## src/rtl/pipe_stage_skid_pkg.sv

```systemverilog
// Shared pipeline definitions for the skid-buffered stage register.
// Control-bit positions and the occupancy state encoding.
package pipe_stage_skid_pkg;

  localparam int REGWRITE_BIT = 0;
  localparam int MEMTOREG_BIT = 1;

  // Encoding equals the number of held entries.
  typedef enum logic [1:0] {
    EMPTY = 2'd0,
    ONE   = 2'd1,
    FULL  = 2'd2
  } stateT;

  function automatic logic [1:0] occOf(
    input stateT s
  );
    return s;
  endfunction

endpackage

```

## src/rtl/pipe_stage_skid_entry.sv

```systemverilog
// pipe_entry_reg: enabled payload register, async active-high reset.
// Ports: clk, rst, en, d* payload in, q* payload out; loads on falling edge.
module pipe_entry_reg #(
  parameter int DATA_W = 32,
  parameter int RD_W   = 5,
  parameter int CTRL_W = 2
) (
  input  logic              clk,
  input  logic              rst,
  input  logic              en,
  input  logic [CTRL_W-1:0] dCtrl,
  input  logic [DATA_W-1:0] dData0,
  input  logic [DATA_W-1:0] dData1,
  input  logic [RD_W-1:0]   dRd,
  output logic [CTRL_W-1:0] qCtrl,
  output logic [DATA_W-1:0] qData0,
  output logic [DATA_W-1:0] qData1,
  output logic [RD_W-1:0]   qRd
);

  always_ff @(negedge clk or posedge rst) begin
    if (rst) begin
      qCtrl  <= '0;
      qData0 <= '0;
      qData1 <= '0;
      qRd    <= '0;
    end else if (en) begin
      qCtrl  <= dCtrl;
      qData0 <= dData0;
      qData1 <= dData1;
      qRd    <= dRd;
    end
  end

endmodule

```

## src/rtl/pipe_stage_skid.sv

```systemverilog
// Two-entry (main + skid) pipeline stage register, falling-edge updated.
// Ports: in_* upstream handshake/payload, out_* head entry, flush, occupancy.
module pipe_stage_skid
  import pipe_stage_skid_pkg::*;
#(
  parameter int DATA_W = 32,
  parameter int RD_W   = 5,
  parameter int CTRL_W = 2
) (
  input  logic              clk,
  input  logic              rst,
  input  logic              in_valid,
  output logic              in_ready,
  input  logic [CTRL_W-1:0] in_ctrl,
  input  logic [DATA_W-1:0] in_data0,
  input  logic [DATA_W-1:0] in_data1,
  input  logic [RD_W-1:0]   in_rd,
  input  logic              flush,
  output logic              out_valid,
  input  logic              out_ready,
  output logic [CTRL_W-1:0] out_ctrl,
  output logic [DATA_W-1:0] out_data0,
  output logic [DATA_W-1:0] out_data1,
  output logic [RD_W-1:0]   out_rd,
  output logic [1:0]        occupancy
);

  stateT state;
  stateT nextState;

  logic accept;
  logic consume;
  logic mainEn;
  logic skidEn;
  logic mainFromSkid;

  logic [CTRL_W-1:0] mainCtrl;
  logic [DATA_W-1:0] mainData0;
  logic [DATA_W-1:0] mainData1;
  logic [RD_W-1:0]   mainRd;

  logic [CTRL_W-1:0] skidCtrl;
  logic [DATA_W-1:0] skidData0;
  logic [DATA_W-1:0] skidData1;
  logic [RD_W-1:0]   skidRd;

  logic [CTRL_W-1:0] mainCtrlD;
  logic [DATA_W-1:0] mainData0D;
  logic [DATA_W-1:0] mainData1D;
  logic [RD_W-1:0]   mainRdD;

  assign accept  = in_valid && in_ready;
  assign consume = out_valid && out_ready;

  always_comb begin
    nextState    = state;
    mainEn       = 1'b0;
    skidEn       = 1'b0;
    mainFromSkid = 1'b0;
    unique case (state)
      EMPTY: begin
        if (accept) begin
          nextState = ONE;
          mainEn    = 1'b1;
        end
      end
      ONE: begin
        if (accept && consume) begin
          mainEn = 1'b1;
        end else if (accept) begin
          nextState = FULL;
          skidEn    = 1'b1;
        end else if (consume) begin
          nextState = EMPTY;
        end
      end
      FULL: begin
        if (consume) begin
          nextState    = ONE;
          mainEn       = 1'b1;
          mainFromSkid = 1'b1;
        end
      end
      default: nextState = EMPTY;
    endcase
    // Flush drops everything; payload regs keep the old head.
    if (flush) begin
      nextState = EMPTY;
      mainEn    = 1'b0;
      skidEn    = 1'b0;
    end
  end

  // Handshake outputs are registered from the next state so
  // out_ready never reaches in_ready combinationally.
  always_ff @(negedge clk or posedge rst) begin
    if (rst) begin
      state     <= EMPTY;
      in_ready  <= 1'b1;
      out_valid <= 1'b0;
      occupancy <= 2'd0;
    end else begin
      state     <= nextState;
      in_ready  <= (nextState != FULL);
      out_valid <= (nextState != EMPTY);
      occupancy <= occOf(nextState);
    end
  end

  always_comb begin
    if (mainFromSkid) begin
      mainCtrlD  = skidCtrl;
      mainData0D = skidData0;
      mainData1D = skidData1;
      mainRdD    = skidRd;
    end else begin
      mainCtrlD  = in_ctrl;
      mainData0D = in_data0;
      mainData1D = in_data1;
      mainRdD    = in_rd;
    end
  end

  pipe_entry_reg #(
    .DATA_W(DATA_W),
    .RD_W  (RD_W),
    .CTRL_W(CTRL_W)
  ) mainReg (
    .clk   (clk),
    .rst   (rst),
    .en    (mainEn),
    .dCtrl (mainCtrlD),
    .dData0(mainData0D),
    .dData1(mainData1D),
    .dRd   (mainRdD),
    .qCtrl (mainCtrl),
    .qData0(mainData0),
    .qData1(mainData1),
    .qRd   (mainRd)
  );

  pipe_entry_reg #(
    .DATA_W(DATA_W),
    .RD_W  (RD_W),
    .CTRL_W(CTRL_W)
  ) skidReg (
    .clk   (clk),
    .rst   (rst),
    .en    (skidEn),
    .dCtrl (in_ctrl),
    .dData0(in_data0),
    .dData1(in_data1),
    .dRd   (in_rd),
    .qCtrl (skidCtrl),
    .qData0(skidData0),
    .qData1(skidData1),
    .qRd   (skidRd)
  );

  // Writes to x0 are suppressed; nothing leaks while invalid.
  always_comb begin
    out_ctrl = out_valid ? mainCtrl : '0;
    out_ctrl[REGWRITE_BIT] = out_valid
      && mainCtrl[REGWRITE_BIT]
      && (mainRd != '0);
  end

  assign out_data0 = mainData0;
  assign out_data1 = mainData1;
  assign out_rd    = mainRd;

endmodule

```

## config.mk

```make
export PLATFORM = sky130hd
export DESIGN_NAME = pipe_stage_skid
export DESIGN_NICKNAME = d
export VERILOG_FILES = /design/src/rtl/pipe_stage_skid_pkg.sv /design/src/rtl/pipe_stage_skid_entry.sv /design/src/rtl/pipe_stage_skid.sv
export SDC_FILE = /design/constraint.sdc
export NUM_CORES = 1
export LEC_CHECK = 0
export ABC_AREA = 1
export CORE_UTILIZATION = 37
export DETAILED_ROUTE_END_ITERATION = 16
export GPL_ROUTABILITY_DRIVEN = 0
export GPL_TIMING_DRIVEN = 0
export PLACE_DENSITY = 0.71
export SLEW_MARGIN = 10
export SYNTH_ARGS = -nofsm -noshare
export SYNTH_HDL_FRONTEND = slang
export SYNTH_SLANG_ARGS = --single-unit
```

## constraint.sdc

```tcl
create_clock -name clk -period 4.2 [get_ports clk]
set_input_delay 0.42 -clock clk [delete_from_list [all_inputs] [get_ports clk]]
set_output_delay 0.42 -clock clk [all_outputs]
set_load 0.005 [all_outputs]
```

### PDN straps and rails

Scale: 3 px per micron. Pins as bars on the die edge. Tap cells in gray.
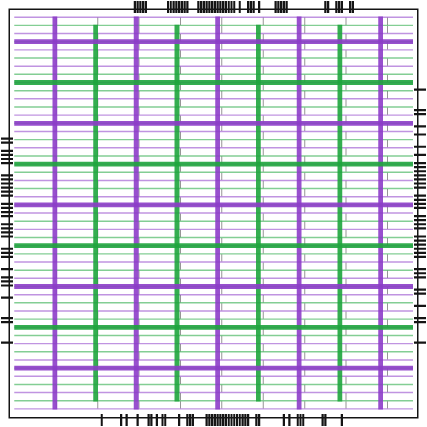
- purple: VSS
- green: VDD
- rows: 48
- tap cells: 225
- met5 straps: 9
- met4 straps: 9
- signal pins: 151

### Met3 routing

Scale: 2 px per micron. Cells faint in the background.
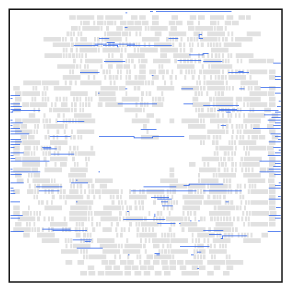
- wire length on this layer: 975 microns
- longest straight run: 37.5 microns
- nets with wire on the layer: 117
- main direction: horizontal

### Clock wiring as the flow saved it

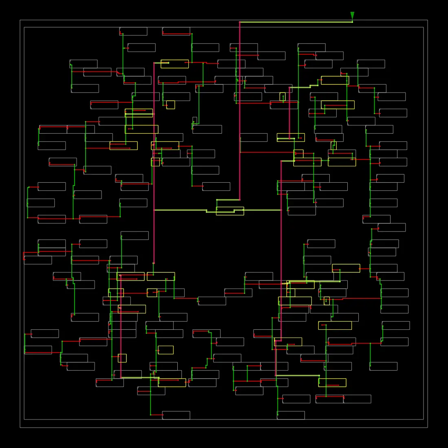
clock distribution power: 1.63 mW
FFs & Latches: 146
Clock Latency Late Sink: 0.44 ns
Num Clock Sinks: 146

### Wiring by layer

Scale: 3 px per micron.
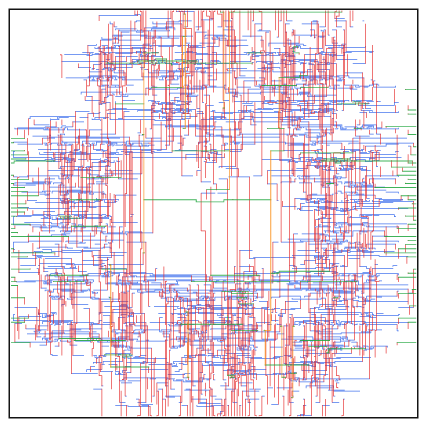
- orange: metal 4 (wire length 400 microns)
- blue: metal 1 (wire length 8060 microns)
- red: metal 2 (wire length 8650 microns)
- green: metal 3 (wire length 975 microns)

==> reports/results.env <==
STATUS='completed'
SYNTH.CELLMIX.SIMPLESHARE=0.404
SYNTH.MOST_COMMON_CELL='nand2_1'
CP-START-KIND='flip-flop'
FIN_UTIL=0.529
YS_TYPES=17
TIMING.CRITICAL_PATH.CELLS='nor2_1, nand2_1, nand3_1, inv_1, clkdlybuf4s50_1'
COMB_SHARE=0.296
CLK_SHARE=0.0696
NUM_ROWS=48
CRITICAL_PATH_REQUIRED_NS=3.78
PROPORTION_OF_LAYOUT_CELLS_WITH_A_DRIVE_SUFFIX_ABOVE_1=0.0609
YS_SEQ_ELEMENTS=146
POST_SYNTH_MAIN_LOGIC_FAMILY='simple AND/OR/NAND/NOR gates'
CTS_TREE='built'
DP_CELLS=1256
TIMING.CRITICAL_PATH.DEPTH=5
NNONCLKINVERTERS=9
SHARE_CLK_OF_TOTAL_POWER=0.331
CLK_PATH_BUF_DEPTH=2
GLOBAL_ROUTE_WIRE_LENGTH_BEFORE_REPAIR_MICRONS=29000
CORE_SQ_UM=17400
ENDPOINT='out_ctrl[0]'
HOLD_VIOL_FINAL=0
FLOORPLAN.IO_PINS=151
LARGEST_CLASS='sequential cells'
H_TREE_LVLS=4
SYNTH.TOP_CELLS.BY_AREA='dfrtn_1 (55%), nand2_1 (29%), nand3_1 (11%)'
DIE_AREA_SQ_UM=18400
ROUTED_WIRELENGTH_MICRONS=18100
SUM_OF_BUFFERS_AND_INVERTERS_ON_THE_CRITICAL_PATH=2
ANT_NETS=0
ROUTE.LAYER.MET1.WL_MICRONS=8060
POST-LAYOUT-TOTAL-POWER_mW=4.92
CP.ARRIVAL_NS=3.68
USE_MET2=0.320
FIRST_GLOBAL_VIAS=5648
HEIGHT_OF_THE_CHIP_MICRONS=136
CRIT_START='mainReg.qRd[0]'
FINAL_SETUP_FAILS=0
WORST_IR_DROP_VDD_mV=0.286
PG_COMB_mW=1.13
DESTINATION_OF_THE_WORST_HOLD_PATH='skidReg.qData0[5]'
DETAILROUTE.WIRELENGTH.MET2_MICRONS=8650
ROUTE.DETAILED.WL_PER_INST_MICRONS=14.0
WARNINGS=28
POWERSEQ_mW=2.16
YOSYS-STAT-AREA_SQ_UM=6610
PLACED_CELL_AREA_SQ_UM=8480
AREA_SHARE_OF_THE_LARGEST_CELL_TYPE_AFTER_SYNTHESIS=0.549
SYNTH-ADDER-AREA-SHARE=0
LAYOUT_CLOCK_BUFFER_COUNT=19
CTS_REPAIR_RESIZE_COUNT=9
SYNTH-CELLS-YOSYS=877
Power and IR drop assume default switching activity.
